$ cat config.mk
export PLATFORM = sky130hd
export DESIGN_NAME = pixel_frame_receiver
export DESIGN_NICKNAME = d
export VERILOG_FILES = /design/src/rtl/new_sys_pkg.sv /design/src/rtl/digit_matcher.sv /design/src/rtl/pixel_frame_receiver.sv
export SDC_FILE = /design/constraint.sdc
export NUM_CORES = 1
export LEC_CHECK = 0
export CORE_UTILIZATION = 46
export DETAILED_ROUTE_END_ITERATION = 7
export GPL_TIMING_DRIVEN = 0
export PLACE_DENSITY = 0.69
export SLEW_MARGIN = 40
export SYNTH_ARGS = -nofsm -noshare
export SYNTH_HDL_FRONTEND = slang
export SYNTH_HIERARCHICAL = 1
export SYNTH_SLANG_ARGS = --single-unit
$ cat constraint.sdc
create_clock -name clk -period 3.76 [get_ports clk]
set_input_delay 0.564 -clock clk [delete_from_list [all_inputs] [get_ports clk]]
set_output_delay 0.564 -clock clk [all_outputs]
set_load 0.1 [all_outputs]
$ cat src/rtl/new_sys_pkg.sv
// Shared constants for the 5x5 pixel frame link: slot/frame timing derivation
// and the ten digit templates, imported by both transmitter and receiver.
package new_sys_pkg;

   localparam int PIX_N = 25;
   localparam logic [3:0] DIGIT_NONE = 4'd11;

   function automatic int slot_len(input int tt);
      return 2 * (tt + 1);
   endfunction

   function automatic int frame_len(input int tt);
      return 28 * slot_len(tt);
   endfunction

   // Emission sits in the guard window, a few cycles after the last line closes.
   function automatic int emit_at(input int tt);
      return 27 * slot_len(tt) + tt + 1;
   endfunction

   // MSB of each literal is the first pixel of the top row.
   localparam logic [PIX_N-1:0] DIGIT_TPL [0:9] = '{
      25'b00100_01010_01010_01010_00100,
      25'b00100_01100_00100_00100_01110,
      25'b01100_10010_00100_01000_11111,
      25'b01100_00010_00100_00010_01100,
      25'b00010_00110_01010_11111_00010,
      25'b01110_01000_01100_00010_01100,
      25'b00100_01000_01100_01010_00100,
      25'b11110_00010_00100_01000_01000,
      25'b00100_01010_00100_01010_00100,
      25'b00100_01010_00110_00010_00010
   };

endpackage

$ cat src/rtl/digit_matcher.sv
// Combinational exact-match of a 25-bit pattern against the ten digit templates.
module digit_matcher
   import new_sys_pkg::*;
(
   input  logic [PIX_N-1:0] i_acc,
   output logic [3:0]       o_digit,
   output logic             o_match
);

   logic [9:0] w_hit;

   genvar gi;
   generate
      for (gi = 0; gi < 10; gi++) begin : g_tpl
         assign w_hit[gi] = (i_acc == DIGIT_TPL[gi]);
      end
   endgenerate

   // Templates are distinct, so at most one hit bit is ever set.
   always_comb begin
      o_digit = DIGIT_NONE;
      o_match = 1'b0;
      for (int d = 0; d < 10; d++) begin
         if (w_hit[d]) begin
            o_digit = 4'(d);
            o_match = 1'b1;
         end
      end
   end

endmodule

$ cat src/rtl/pixel_frame_receiver.sv
// Rebuilds the 25-pixel frame from slot-multiplexed pulse lines, flags slot and
// overlap violations, and presents the frame plus matched digit once per frame.
module pixel_frame_receiver
   import new_sys_pkg::*;
#(
   parameter int TT = 5
) (
   input  logic             clk,
   input  logic             rst,
   input  logic [PIX_N-1:0] pix_in,
   output logic             frame_valid,
   output logic [PIX_N-1:0] pattern,
   output logic [3:0]       digit,
   output logic             match,
   output logic             frame_err
);

   localparam int SLOT    = slot_len(TT);
   localparam int FRAME   = frame_len(TT);
   localparam int EMIT_AT = emit_at(TT);
   localparam int FCNT_W  = $clog2(FRAME);
   localparam logic [FCNT_W-1:0] FCNT_LAST = FCNT_W'(FRAME - 1);
   localparam logic [FCNT_W-1:0] FCNT_EMIT = FCNT_W'(EMIT_AT);

   logic [FCNT_W-1:0] r_fcnt;
   logic [PIX_N-1:0]  r_acc;
   logic              r_err;
   logic              r_valid;
   logic [PIX_N-1:0]  r_pattern;
   logic [3:0]        r_digit;
   logic              r_match;
   logic              r_frame_err;

   logic [PIX_N-1:0]  w_in_win;
   logic [PIX_N-1:0]  w_hit;
   logic              w_stray;
   logic              w_overlap;
   logic              w_viol;
   logic [3:0]        w_digit;
   logic              w_match;

   genvar gi;
   generate
      for (gi = 0; gi < PIX_N; gi++) begin : g_win
         localparam logic [FCNT_W-1:0] LO = FCNT_W'(SLOT * (gi + 1) + TT + 2);
         localparam logic [FCNT_W-1:0] HI = FCNT_W'(SLOT * (gi + 2) + TT + 1);
         assign w_in_win[gi] = (r_fcnt >= LO) && (r_fcnt <= HI);
      end
   endgenerate

   assign w_hit     = pix_in & w_in_win;
   assign w_stray   = |(pix_in & ~w_in_win);
   // Clearing the lowest set bit leaves something only if two or more were set.
   assign w_overlap = |(pix_in & (pix_in - 25'd1));
   assign w_viol    = w_stray | w_overlap;

   digit_matcher u_matcher (
      .i_acc   (r_acc),
      .o_digit (w_digit),
      .o_match (w_match)
   );

   always_ff @(posedge clk) begin
      if (rst) begin
         r_fcnt      <= '0;
         r_acc       <= '0;
         r_err       <= 1'b0;
         r_valid     <= 1'b0;
         r_pattern   <= '0;
         r_digit     <= DIGIT_NONE;
         r_match     <= 1'b0;
         r_frame_err <= 1'b0;
      end else begin
         r_fcnt  <= (r_fcnt == FCNT_LAST) ? '0 : r_fcnt + 1'b1;
         r_valid <= 1'b0;
         if (r_fcnt == FCNT_EMIT) begin
            r_pattern   <= r_acc;
            r_frame_err <= r_err;
            r_digit     <= w_digit;
            r_match     <= w_match;
            r_valid     <= 1'b1;
            // This cycle's sample belongs to the next frame.
            r_acc       <= w_hit;
            r_err       <= w_viol;
         end else begin
            r_acc <= r_acc | w_hit;
            r_err <= r_err | w_viol;
         end
      end
   end

   assign frame_valid = r_valid;
   assign pattern     = r_pattern;
   assign digit       = r_digit;
   assign match       = r_match;
   assign frame_err   = r_frame_err;

endmodule
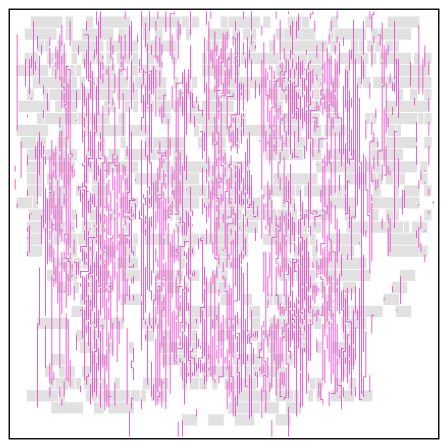
met2.png
nets with wire on the layer	566
main direction	vertical
longest straight run	52.1 um
share of all routed wire	42%
wire length on this layer	6,800 um
total wire length: 16,300 um
count of vias placed by the detailed router: 4,874

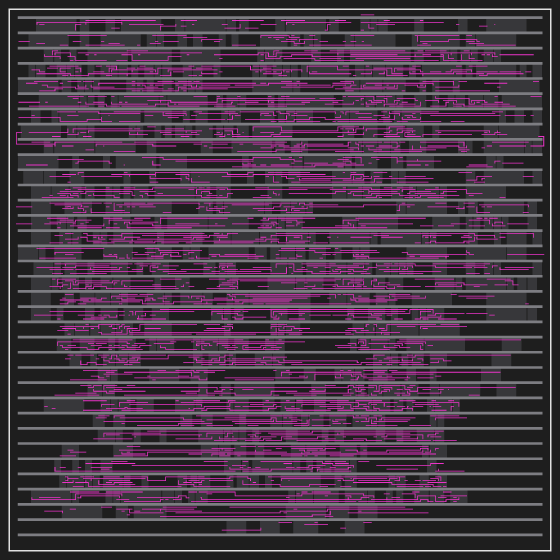
met1.png
Supply wires on this layer in gray.
wire length on this layer	6,690 um
longest straight run	44.2 um
met1 GRT Util: 48.9%

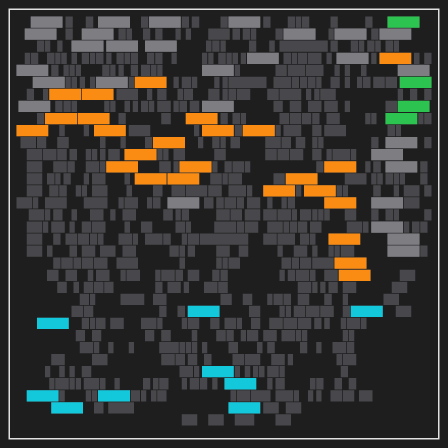
registers.png
Other sequential cells in the stronger gray, the rest of the logic in the fainter gray.
color	signal	placed flops
orange	r_acc	25
green	digit	4
cyan	r_fcnt	9
not colored	29
proportion of cell area occupied by registers: 27.6%
reported sequential group power: 715 uW
area taken by flip-flops and latches: 1340 um2
utilization after layout: 56.0%

==> run notes <==
Implementation summary

The flow ran to the end, and the final reports show no timing, DRC or antenna violations. Sequential cells placed in the final layout were counted as about 67. The internal portion of the total power is between 1 and 1.5 mW. The DRC violation total after the first TritonRoute iteration is about 590.

The placement summary gives the final routability congestion estimate as 0.995. After floorplanning, the die was sized to cover 9330 um2. Ranking logic cells in the layout by count gives the top entries nand2_1 (98), dfxtp_1 (67), nor2_1 (59). Per the synthesis report, the number of distinct cell types is between 70 and 80. The main kind of combinational logic by area is simple AND/OR/NAND/NOR gates.

The critical path goes through clkdlybuf4s50_1, or4_1, or3_1, buf_6, nand2b_4, a211o_1, a2111oi_2, nor4b_2, a31oi_1. The number of logic gates is between 400 and 500. The detailed-routed wire length on met2 is just under 7000 um. When the netlist entered floorplanning its net count stood at ~590. The share of final-layout standard cells stronger than drive strength 1 is approximately 11%. The power density relative to cell area is 318 nW/um2. The data required time of the worst path is approximately 4000 ps.

STA classifies the critical path endpoint as a flip-flop. In this run the number of cells on the critical path is 9. The number of failing hold endpoints at the final stage is 0. Per the power-grid run, VDD falls by no more than approximately 0.2 mV. After detailed routing, no signal wire sits above met4. According to the floorplan report, the die height is between 90 and 100 um. The fmax is about 0.3 GHz. The maximum buffer depth of the clock tree is 2. Per the run summary, max-cap violations total 0. The endpoint of the most critical setup path is r_err$_SDFF_PP0_. In this run the most used layer during global routing was met2. The number of top-level pins is between 50 and 60.

The category of the most critical setup path is in -> reg. Counting every sink on the clock net gives around 67. The pin count of the biggest net entering global routing is 13. The floorplan row count is 34. The mapped netlist covers 4110 um2. The critical register-to-register path endpoint is r_err$_SDFF_PP0_. The layout has 95 buffers outside the clock class. Among all cell classes, the greatest summed area belongs to multi-input combinational cells. The global-route track usage on met2 is approximately 52%. The critical path maximum fanout is 9. The net switching share of the total power is 26.5%.

The number of cells in the finished layout apart from fillers is 734. The floorplan step records an initial core utilization of 47.4%. The worst-case reg-to-reg setup slack stands at ~580 ps.

Hold is met by 454 ps. Of all flip-flops after synthesis, the portion carrying an async set or reset was 0%. The number of buffers added by the clock tree synthesis step is 9.

Per the repair_timing log after CTS, setup buffers inserted total 0. Of the synthesized area, sequential elements account for ~33%. The core region is slightly below 9000 um2. The flow reports that the clock network draws ~45% of the design power. The estimated wirelength of the detail-placed design is ~12,000 um.

The timing startpoint of the critical path is pix_in[7]. The simple-gate portion of the synthesized area is a little over a third. The compound-gate portion of the synthesized area is 25.4%. The initial antenna violation count is 1. Per the synth log, the flip-flop and latch total comes to 67. The family of cells with the greatest summed delay on the critical path is simple AND/OR/NAND/NOR gates. Looking at the power breakdown, sequential logic takes 46.3% of the total.

The average cell area after synthesis is 7.40 um2. The detail-routed net length per standard cell is 22.2 um. After layout, the clock buffer instance count stands at 10. The mux cell area share after synthesis is 0%. The max-slew violation total from the final report is 0.

In this run the critical register-to-register path is launched from r_fcnt[5]$_SDFF_PP0_. The number of enable-type register cells in the synthesized netlist is 0. Counting the warning lines in the Yosys log gives 6. The class of the most critical hold timing path is reg -> reg. The inserted tap cell count is 108. The number of gates resized after CTS is 0.

The routed design uses between 2000 and 2500 um of met3 wire. For reference, XOR and XNOR gates occupy under 10% of the area reported after synthesis. The antenna diode count is 0. The report puts the hold buffer count at CTS at 0. The post-synthesis cell count from yosys is 556.

The commonest register cell after synthesis is dfxtp_1. The slew at the pin closest to its max-slew limit is roughly 880 ps. The portion of total power attributed to combinational logic is 8.3%. Setup repair after global routing left no endpoint under its margin.

Per the placement report, the placed cell count is between 700 and 800. The count of mapped cells out of synthesis is ~560. The worst hold path was traced through 2 stages. STA classifies the critical path startpoint as an input pin. For this block, wires on met1 add up to about 6700 um.

In the global route stage, overall resource usage came out at a little over a third.
-- power groups by stage --
stage / clock, mW / sequential [mW] / combinational [mW]
6_report: 0.701 / 0.715 / 0.129
4_1_cts: 0.699 / 0.715 / 0.123
3_5_place_dp: 0 / 0.731 / 0.122
2_1_floorplan: 0 / 0.730 / 0.0596
5_1_grt: 0.724 / 0.715 / 0.134
3_3_place_gp: 0 / 0.731 / 0.122
-- metrics by stage --
| stage | power [mW] | setup slack [ps] | instance area, um2 | util, % |
|---|---|---|---|---|
| after floorplan | 0.790 | 1110 | 4110 | - |
| after global placement | 0.853 | 336 | 4790 | 55.2 |
| after detailed placement | 0.853 | 286 | 4640 | 53.5 |
| after CTS | 1.54 | 564 | 4860 | 56.0 |
| after global routing | 1.57 | 455 | 4860 | 56.0 |
| final | 1.54 | 521 | 4860 | 56.0 |
-- cells in the mapped netlist (7+ instances only) --
| master | number | area [um2] |
|---|---|---|
| nor2_1 | 59 | 221 |
| nand3_1 | 14 | 70.1 |
| a21oi_1 | 47 | 235 |
| nor2b_1 | 7 | 43.8 |
| inv_1 | 14 | 52.6 |
| nand2_1 | 98 | 368 |
| nand4_1 | 11 | 68.8 |
| o2111ai_1 | 7 | 61.3 |
| a22oi_1 | 13 | 97.6 |
| clkbuf_1 | 37 | 139 |
| nor3_1 | 19 | 95.1 |
| o31ai_1 | 7 | 52.6 |
| nor4_1 | 15 | 93.8 |
| a32oi_1 | 9 | 78.8 |
| o21ai_0 | 8 | 40.0 |
| dfxtp_1 | 67 | 1340 |
-- sequential cells by signal, indices dropped and copies added, names as in the netlist --
signal,cells
pattern,25
r_acc,25
r_fcnt,9
digit,4
frame_err,1
frame_valid,1
match,1
r_err,1
Power figures rest on the tool's default switching activity, not on a simulated workload.
